`config.mk`:
```
export PLATFORM = sky130hd
export DESIGN_NAME = ifu
export DESIGN_NICKNAME = d
export VERILOG_FILES = /design/src/rtl/ifu_pkg.sv /design/src/rtl/ifu_fifo.sv /design/src/rtl/ifu.sv
export SDC_FILE = /design/constraint.sdc
export NUM_CORES = 1
export LEC_CHECK = 0
export CAP_MARGIN = 5
export CORE_MARGIN = 3
export CORE_UTILIZATION = 49
export DETAILED_ROUTE_END_ITERATION = 10
export PLACE_DENSITY = 0.8
export SLEW_MARGIN = 30
export SYNTH_ARGS = -nofsm -noshare
export SYNTH_HDL_FRONTEND = slang
export SYNTH_SLANG_ARGS = --single-unit
```
`constraint.sdc`:
```
create_clock -name clk -period 2.6 [get_ports clk]
set_input_delay 0.65 -clock clk [delete_from_list [all_inputs] [get_ports clk]]
set_output_delay 0.65 -clock clk [all_outputs]
set_load 0.01 [all_outputs]
```
`src/rtl/ifu_pkg.sv`:
```
// Shared types for the miniRV instruction fetch unit: FSM states and FIFO entry payload.
package ifu_pkg;

  localparam int unsigned XLEN = 32;
  localparam logic [XLEN-1:0] RESET_PC_DEFAULT = 32'h8000_0000;

  typedef enum logic [1:0] {
    IDLE,
    REQ,
    WAIT,
    KILL
  } ifu_state_t;

  typedef struct packed {
    logic [XLEN-1:0] inst;
    logic [XLEN-1:0] pc;
  } fetch_entry_t;

endpackage

```
`src/rtl/ifu_fifo.sv`:
```
// Instruction buffer between fetch and decode. The head entry and the valid flag
// are registered, so decode sees stable outputs and the head holds its value when empty.
module ifu_fifo
  import ifu_pkg::*;
#(
  parameter int unsigned DEPTH = 2,
  localparam int unsigned CW = $clog2(DEPTH) + 1
) (
  input  logic         clk,
  input  logic         rst_n,
  input  logic         flush_i,
  input  logic         push_i,
  input  fetch_entry_t push_data_i,
  input  logic         pop_i,
  output logic [CW-1:0] count_o,
  output logic         full_o,
  output logic         empty_o,
  output fetch_entry_t head_o
);

  localparam int unsigned AW = $clog2(DEPTH);

  fetch_entry_t  mem_q [DEPTH];
  fetch_entry_t  mem_d [DEPTH];
  logic [AW-1:0] rd_ptr_q, rd_ptr_d;
  logic [AW-1:0] wr_ptr_q, wr_ptr_d;
  logic [CW-1:0] count_q, count_d;
  fetch_entry_t  head_q, head_d;
  logic          valid_q, valid_d;
  logic          pop;
  logic          push;

  // Pop is applied before push, so a full buffer can accept a push in the same cycle.
  always_comb begin
    pop      = pop_i && (count_q != '0);
    push     = push_i && !flush_i;
    mem_d    = mem_q;
    rd_ptr_d = rd_ptr_q + AW'(pop);
    wr_ptr_d = wr_ptr_q + AW'(push);
    count_d  = count_q + CW'(push) - CW'(pop);
    if (push) begin
      mem_d[wr_ptr_q] = push_data_i;
    end
    if (flush_i) begin
      rd_ptr_d = '0;
      wr_ptr_d = '0;
      count_d  = '0;
    end
    valid_d = (count_d != '0);
    head_d  = head_q;
    if (valid_d) begin
      head_d = mem_d[rd_ptr_d];
    end
  end

  always_ff @(posedge clk or negedge rst_n) begin
    if (!rst_n) begin
      mem_q    <= '{default: '0};
      rd_ptr_q <= '0;
      wr_ptr_q <= '0;
      count_q  <= '0;
      head_q   <= '0;
      valid_q  <= 1'b0;
    end else begin
      mem_q    <= mem_d;
      rd_ptr_q <= rd_ptr_d;
      wr_ptr_q <= wr_ptr_d;
      count_q  <= count_d;
      head_q   <= head_d;
      valid_q  <= valid_d;
    end
  end

  assign count_o = count_q;
  assign full_o  = (count_q == CW'(DEPTH));
  assign empty_o = !valid_q;
  assign head_o  = head_q;

  a_no_overflow: assert property (@(posedge clk) disable iff (!rst_n)
    !(push_i && !flush_i && full_o && !pop_i));

endmodule

```
`src/rtl/ifu.sv`:
```
// miniRV instruction fetch unit: owns the PC, issues one word fetch at a time under a
// buffer credit rule, and handles redirects. Optional counters under IFU_PERF_EN.
module ifu
  import ifu_pkg::*;
#(
  parameter logic [31:0]  RESET_PC   = RESET_PC_DEFAULT,
  parameter int unsigned  FIFO_DEPTH = 2
) (
  input  logic        clk,
  input  logic        rst_n,
  output logic        imem_req_valid,
  input  logic        imem_req_ready,
  output logic [31:0] imem_req_addr,
  input  logic        imem_rsp_valid,
  input  logic [31:0] imem_rsp_data,
  input  logic        redirect_valid,
  input  logic [31:0] redirect_pc,
  output logic        inst_valid,
  input  logic        inst_ready,
  output logic [31:0] inst,
  output logic [31:0] inst_pc
`ifdef IFU_PERF_EN
  ,
  output logic [31:0] perf_fetch_cnt,
  output logic [31:0] perf_kill_cnt
`endif
);

  localparam int unsigned CW = $clog2(FIFO_DEPTH) + 1;

  ifu_state_t    state_q, state_d;
  logic [31:0]   pc_q, pc_d;
  logic          req_valid_q, req_valid_d;
  logic          hs;
  logic          push;
  logic          pop;
  logic          wait_credit;
  logic          fifo_full;
  logic          fifo_empty;
  logic [CW-1:0] fifo_count;
  fetch_entry_t  head;
  fetch_entry_t  push_entry;

  assign hs   = (state_q == REQ) && imem_req_ready;
  assign pop  = !fifo_empty && inst_ready;
  assign push = (state_q == WAIT) && imem_rsp_valid && !redirect_valid;
  // Credit left once this response lands and any concurrent pop has drained.
  assign wait_credit = (fifo_count + CW'(1) - CW'(pop)) < CW'(FIFO_DEPTH);
  // pc already advanced past the outstanding request while in WAIT.
  assign push_entry = '{inst: imem_rsp_data, pc: pc_q - 32'd4};

  always_comb begin
    state_d = state_q;
    pc_d    = pc_q;
    case (state_q)
      IDLE:    if (!fifo_full) state_d = REQ;
      REQ:     if (hs) begin
                 pc_d    = pc_q + 32'd4;
                 state_d = WAIT;
               end
      WAIT:    if (imem_rsp_valid) state_d = wait_credit ? REQ : IDLE;
      KILL:    if (imem_rsp_valid) state_d = REQ;
      default: state_d = IDLE;
    endcase
    // A response arriving with the redirect settles the owed reply, so no KILL is needed.
    if (redirect_valid) begin
      pc_d = redirect_pc & ~32'h3;
      case (state_q)
        IDLE:    state_d = REQ;
        REQ:     state_d = hs ? KILL : REQ;
        WAIT:    state_d = imem_rsp_valid ? REQ : KILL;
        KILL:    state_d = imem_rsp_valid ? REQ : KILL;
        default: state_d = IDLE;
      endcase
    end
    req_valid_d = (state_d == REQ);
  end

  always_ff @(posedge clk or negedge rst_n) begin
    if (!rst_n) begin
      state_q     <= IDLE;
      pc_q        <= RESET_PC;
      req_valid_q <= 1'b0;
    end else begin
      state_q     <= state_d;
      pc_q        <= pc_d;
      req_valid_q <= req_valid_d;
    end
  end

  ifu_fifo #(
    .DEPTH(FIFO_DEPTH)
  ) u_fifo (
    .clk        (clk),
    .rst_n      (rst_n),
    .flush_i    (redirect_valid),
    .push_i     (push),
    .push_data_i(push_entry),
    .pop_i      (pop),
    .count_o    (fifo_count),
    .full_o     (fifo_full),
    .empty_o    (fifo_empty),
    .head_o     (head)
  );

  assign imem_req_valid = req_valid_q;
  assign imem_req_addr  = pc_q;
  assign inst_valid     = !fifo_empty;
  assign inst           = head.inst;
  assign inst_pc        = head.pc;

`ifdef IFU_PERF_EN
  logic [31:0] fetch_cnt_q, fetch_cnt_d;
  logic [31:0] kill_cnt_q, kill_cnt_d;
  logic        kill;

  assign kill = imem_rsp_valid && ((state_q == KILL) || ((state_q == WAIT) && redirect_valid));

  always_comb begin
    fetch_cnt_d = fetch_cnt_q + 32'(hs);
    kill_cnt_d  = kill_cnt_q + 32'(kill);
  end

  always_ff @(posedge clk or negedge rst_n) begin
    if (!rst_n) begin
      fetch_cnt_q <= '0;
      kill_cnt_q  <= '0;
    end else begin
      fetch_cnt_q <= fetch_cnt_d;
      kill_cnt_q  <= kill_cnt_d;
    end
  end

  assign perf_fetch_cnt = fetch_cnt_q;
  assign perf_kill_cnt  = kill_cnt_q;
`endif

endmodule

```
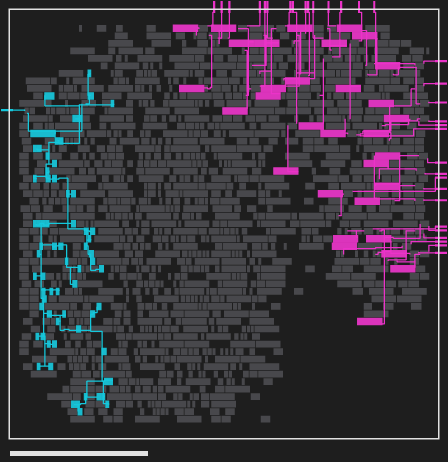
*I/O nets highlighted*
Scale bar: 50 um.
| colour | port | bits | direction | edge | end cells | buffers | wire |
|---|---|---|---|---|---|---|---|
| cyan | redirect_valid | 1 | input | left | 67 | 3 | 422 um |
| magenta | inst | 32 | output | 17 right, 15 top | 32 | 32 | 1,100 um |

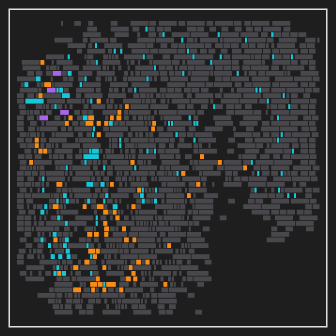
*Gate families picked out*
| colour | family | cells | most used |
|---|---|---|---|
| cyan | nor cells | 112 | nor2_1 |
| purple | fa/ha/maj cells | 4 | ha_1 |
| orange | and/or cells | 71 | and2_1 |

==> GITHUB_STEP_SUMMARY <==
### Flow metrics

| Metric | Value |
|---|---|
| Largest area contributor in the netlist | dfrtp_1 |
| Worst-margin pin slew | 0.522 ns |
| Chip area | between 20,000 and 25,000 sq um |
| Detailed Place HPWL | roughly 18,000 um |
| Io pins | between 150 and 200 |
| Slowest cell on the critical path | clkdlybuf4s50_1 |
| Dominant kind of combinational cell | simple AND/OR/NAND/NOR gates |
| #MultiIn Comb | 719 |
| Ys async rst share | 1.00 |
| Largest cell class by area | sequential cells |
| Total Power | 11,900 uW |
| Post-route cell area | ~14,000 sq um |
| Fraction of layout cells with a size suffix above 1 | 0.172 |
| Final #Nets | 1,308 |
| Dpl cell area | 13,200 sq um |
| Final Non-Filler Cells | roughly 1,500 |
| Sw frac | 0.287 |
| Vias in the first global route | 8,687 |
| Tmin final | 2.46 ns |
| Status | finished, final reports clean |
| Fmax | 0.407 GHz |
| Crit share post-route | 0.945 |
| Critical-path cell list | clkdlybuf4s50_1 > o211a_1 > ha_1 > inv_1 > ha_1 > xnor3_1 > nor2_1 > nor2_4 > clkinv_2 > buf_12 > buf_12 > nor2_1 > a21oi_1 |
| Worst slack at placement | -0.467 ns |
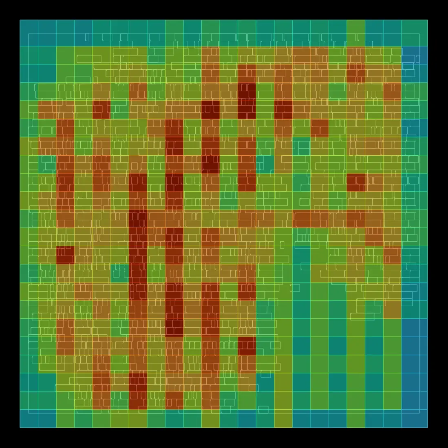
*Track usage over the die*
GRT met3 Usage: 0.0303
Tot GR Track Use: 0.222

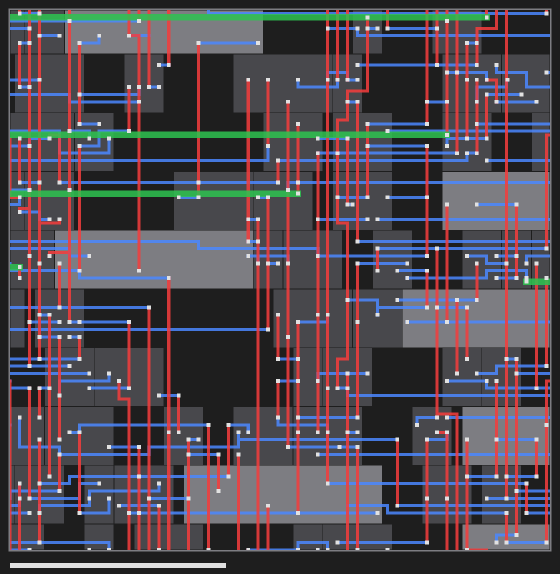
*Zoomed window*
Scale bar: 10 um. Window x 26 to 51, y 26 to 51 um. Cells in grey, sequential cells in the stronger grey; small squares are vias.
| colour | layer |
|---|---|
| green | metal 3 |
| red | metal 2 |
| blue | metal 1 |
most frequent: o21ai_0 (5), dfrtp_1 (5)
netlist names of flops here include: imem_req_addr (3), u_fifo.mem_q (2)
cells with their middle in the window: 50
sequential cells in the window: 5

Power and IR drop assume default switching activity.
